Fig. 1: the metal 3 layer
Scale bar: 20 um.
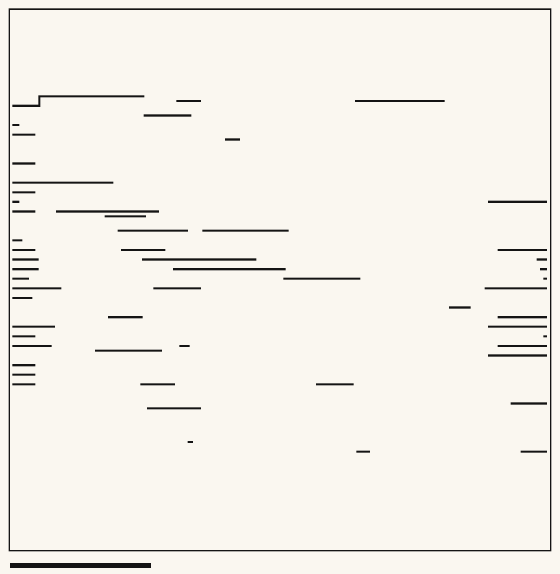
Fig. 2: local utilization
8 x 8 tiles, from black (low) to pale yellow (high), 0 to 100% covered.
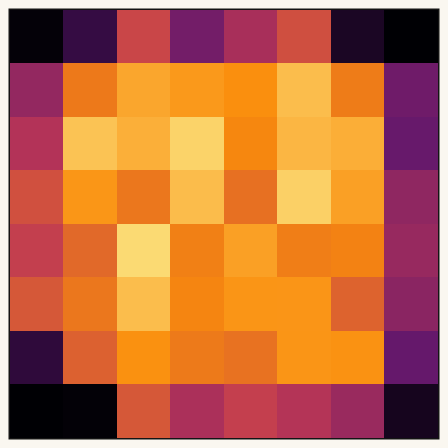
Fig. 3: cell outlines without signal wires
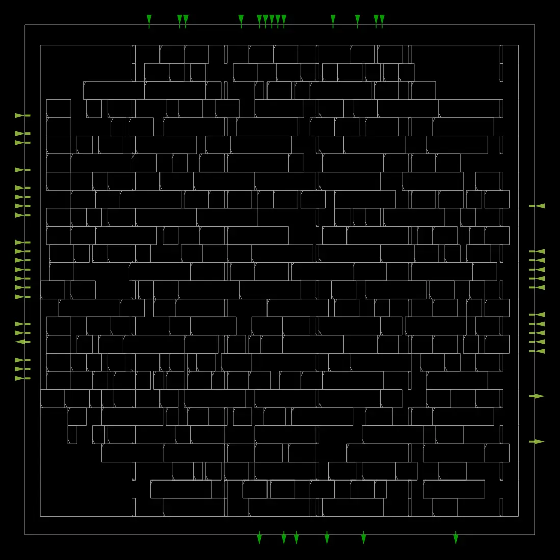
Fig. 4: gate families picked out
Scale bar: 20 um.
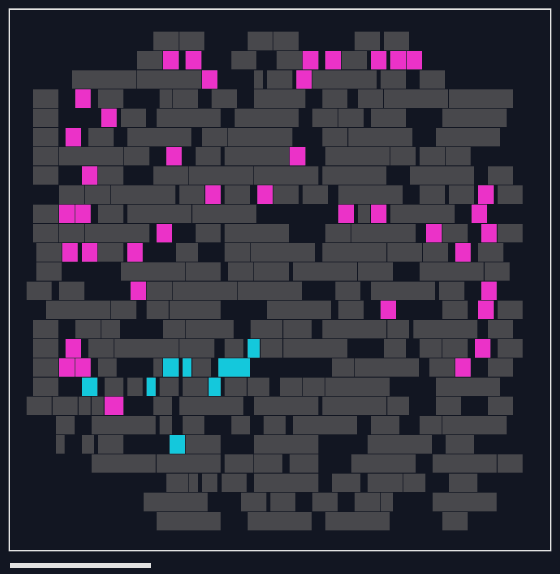
==> config.mk <==
export PLATFORM = sky130hd
export DESIGN_NAME = sd_crc_serial
export DESIGN_NICKNAME = d
export VERILOG_FILES = /design/src/rtl/sd_crc_pkg.sv /design/src/rtl/sd_crc_lfsr_step.sv /design/src/rtl/sd_crc_serial.sv
export SDC_FILE = /design/constraint.sdc
export NUM_CORES = 1
export LEC_CHECK = 0
export CAP_MARGIN = 20
export CORE_MARGIN = 2
export CORE_UTILIZATION = 51
export DETAILED_ROUTE_END_ITERATION = 10
export PLACE_DENSITY = 0.79
export SLEW_MARGIN = 20
export SYNTH_ARGS = -nofsm -noshare
export SYNTH_HDL_FRONTEND = slang
export SYNTH_SLANG_ARGS = --single-unit
==> constraint.sdc <==
create_clock -name CLK -period 2.5 [get_ports CLK]
set_input_delay 0.5 -clock CLK [delete_from_list [all_inputs] [get_ports CLK]]
set_output_delay 0.5 -clock CLK [all_outputs]
set_load 0.02 [all_outputs]
==> impl_metrics.json <==
{
  "grt_pass1_wl_um": 9390,
  "p_switching_mw": 0.629,
  "drc_errors": 0,
  "root_buffer": "clkbuf_8",
  "clock_path_buffers": 2,
  "synthSimpleGateAreaFrac_pct": 13.2,
  "arrival_ps": 1660,
  "fp.dieH_um": 76.5,
  "num_rows": 26,
  "grt.total_usage_pct": 20.2,
  "ys_types": 29,
  "drive_gt1_share_pct": 13.2,
  "status": "finished, final reports clean",
  "hold_buffers": 0,
  "end_kind": "output pin",
  "pwr_density_cell_mw_per_mm2": 676,
  "top_cell_area_share_pct": 57.9,
  "warnings": 26,
  "grt_max_degree": 63,
  "top_cells_by_area": "dfrtp_1 (58%), a221o_1 (15%), and3_1 (9.1%)",
  "adder_share_pct": 0.467,
  "slew_violations": 0,
  "r2r_setup_slack_ps": 610,
  "sequentialPowerShare_pct": 52.7,
  "yosysCellCount": 211,
  "period_needed_ps": 2160,
  "syn_avg_cell_area_um2": 12.7,
  "worstPathCellList": "nand2b_1 -> inv_1 -> clkdlybuf4s50_1",
  "ios": 53,
  "max_slew.worst_pin.slew_ps": 492,
  "ys_seq_share_pct": 57.9,
  "p_comb_share_pct": 14.6,
  "clkPwrFrac_pct": 32.7,
  "fp.dieW_um": 76.5,
  "fin_skew_ps": 8.13,
  "drt_iter0_drc": 244,
  "ant_nets": 0,
  "edf_count": 0,
  "cts_made_buffers": 9,
  "rsz0062_at_grt": "false",
  "synthMuxAreaShare_pct": 4.11,
  "drt-vias-per-instance": 5.90,
  "yosys_area_mm2": 0.00268,
  "layout_setup_ws_ps": 336,
  "yosysWarnings": 0,
  "critPathSlowestCell": "clkdlybuf4s50_1",
  "setup_violations": 0,
  "top_area_cell": "dfrtp_1",
  "ys_sh_xor_pct": 0.981,
  "p_sw_share_pct": 27.0,
  "grt_pass1_vias": 1894,
  "wl_per_cell_um": 16.3,
  "diodes": 0,
  "dieArea_mm2": 0.00585,
  "portBuffers": 52,
  "first_pass_iters": 4,
  "postCtsResizedCells": 0,
  "dpl_worst_slack_ps": 266,
  "max_freq_mhz": 462,
  "cp_max_fo": 4,
  "p_leak_nw": 1.67,
  "total_power_mw": 2.33,
  "required_ps": 2000,
  "routed_wl_um": 5460,
  "cts_setup_buffers": 0,
  "area_growth_pct": 28.9,
  "compound_area_share_pct": 19.8,
  "synth_cells": 211,
  "critPathKind": "reg2out",
  "ys.flops": 62,
  "ir_drop_uv": 381,
  "insertion_delay_ps": 330,
  "relSlewSlack_pct": 67.2,
  "cap_violations": 0,
  "async_flop_share_pct": 100,
  "cts.sinks": 62,
  "timing.hold.worst_path_depth": 1,
  "fin_setup_tns_ps": 0,
  "crit_path_max_incr_delay_ps": 610,
  "hold_slack_ps": 472,
  "flop_cell": "dfrtp_1",
  "path_clk_slew_ps": 70,
  "gp_congestion": 0.739,
  "cts_tree": "done",
  "netlist_area_mm2": 0.00268,
  "largest_reg_flops": 40,
  "worstSetupStartpointType": "flop",
  "hold_violations": 0,
  "antenna_found_initial": 0
}
Notes on Fig. 1 above:
48 nets have wire on it. The layer holds 5.7% of the routed length.
detailed-route via count: 1978
GR met3 Demand/Resource: 4.38%

Notes on Fig. 2 above:
6.2% of the tiles are nearly empty. The fullest tile reaches 92%. The densest ninth of the die: centre.
Core Util at FP: 52.8%
Util after Layout: 68.0%
Core ar.: 0.00507 mm2

Notes on Fig. 3 above:
registers: 62
Non-Filler Instances: 335
# Taps: 70
Filler Cell Count: 405
Seq area share: 44.9%

Notes on Fig. 4 above:
AND and OR gates: in magenta, cells 40, most used and3_1. NAND gates: in cyan, cells 8, most used nand2b_1.
Commonest Layout Cell: dfrtp_1
logic share of the area: 30.0%

==> layout make-up <==
cell class                      count  area [um2]
Sequential cell                    62        1550
Clock buffer                        9         124
Clock inverter                      7        48.8
Timing Repair Buffer               58         591
Multi-Input combinational cell    125        1040
Fill cell                         405        1620
Tap cell                           70        87.6
Inverter                            4        15.0
==> per-stage QoR <==
step / std cells / util [%] / area, um2
2_1_floorplan: 211 / - / 2680
3_3_place_gp: 319 / 64.6 / 3280
3_5_place_dp: 319 / 64.6 / 3280
4_1_cts: 335 / 68.0 / 3450
5_1_grt: 335 / 68.0 / 3450
6_report: 335 / 68.0 / 3450
==> power groups by stage <==
stage / clock [mW] / combinational (mW) / sequential [mW]
detailed placement: 0 / 0.345 / 1.24
global placement: 0 / 0.333 / 1.24
floorplan: 0 / 0.228 / 1.22
CTS: 0.778 / 0.345 / 1.23
global route: 0.826 / 0.378 / 1.24
finish: 0.763 / 0.341 / 1.23
==> kinds of logic after synthesis <==
| family | count (synthesis) |
|---|---|
| flops | 62 |
| compound gates | 57 |
| simple gates | 54 |
| buf+inv | 24 |
| mux | 10 |
| xor+xnor | 3 |
| fa+ha+maj | 1 |
==> cells in the mapped netlist, types with 3 or more instances <==
cell type  count
nand2b_1       3
a221o_1       39
inv_1          4
and3_1        39
mux2_2         8
dfrtp_1       62
clkbuf_1      14
buf_1          3
buf_2          3
a22o_1         9
o21ai_0        3
==> cells in the final DEF, fill, tap and decap left out, types with 2 or more instances in the layout <==
master           netlist  layout
dfrtp_1               62      62
clkdlybuf4s50_1        0      52
and3_1                39      39
a221o_1               39      39
a22o_1                 9       9
clkbuf_8               0       9
mux2_2                 8       8
buf_4                  0       4
nand2b_1               3       3
inv_1                  4       3
o21ai_0                3       3
clkinv_2               0       3
xor2_1                 2       2
nand2_1                2       2
a211oi_1               2       2
mux2i_1                2       2
nand3_1                2       2
clkinv_4               0       2
buf_12                 0       2
==> critical path: cells and delay by family, from the launching register on <==
family	cells	cell delay, ps
flip-flops	1	440
buffers and inverters	2	700
AND/OR/NAND/NOR	1	190
==> routing by layer <==
metal  part of all wire, %  vias up  track usage, %
met1                    49      967            31.8
met2                    44       75            26.7
met3                   5.7        6            4.38
li1                      -      930               -
met5                     0        -               0
met4                   1.1        0            8.73
Power is estimated from default activity; no workload was simulated.
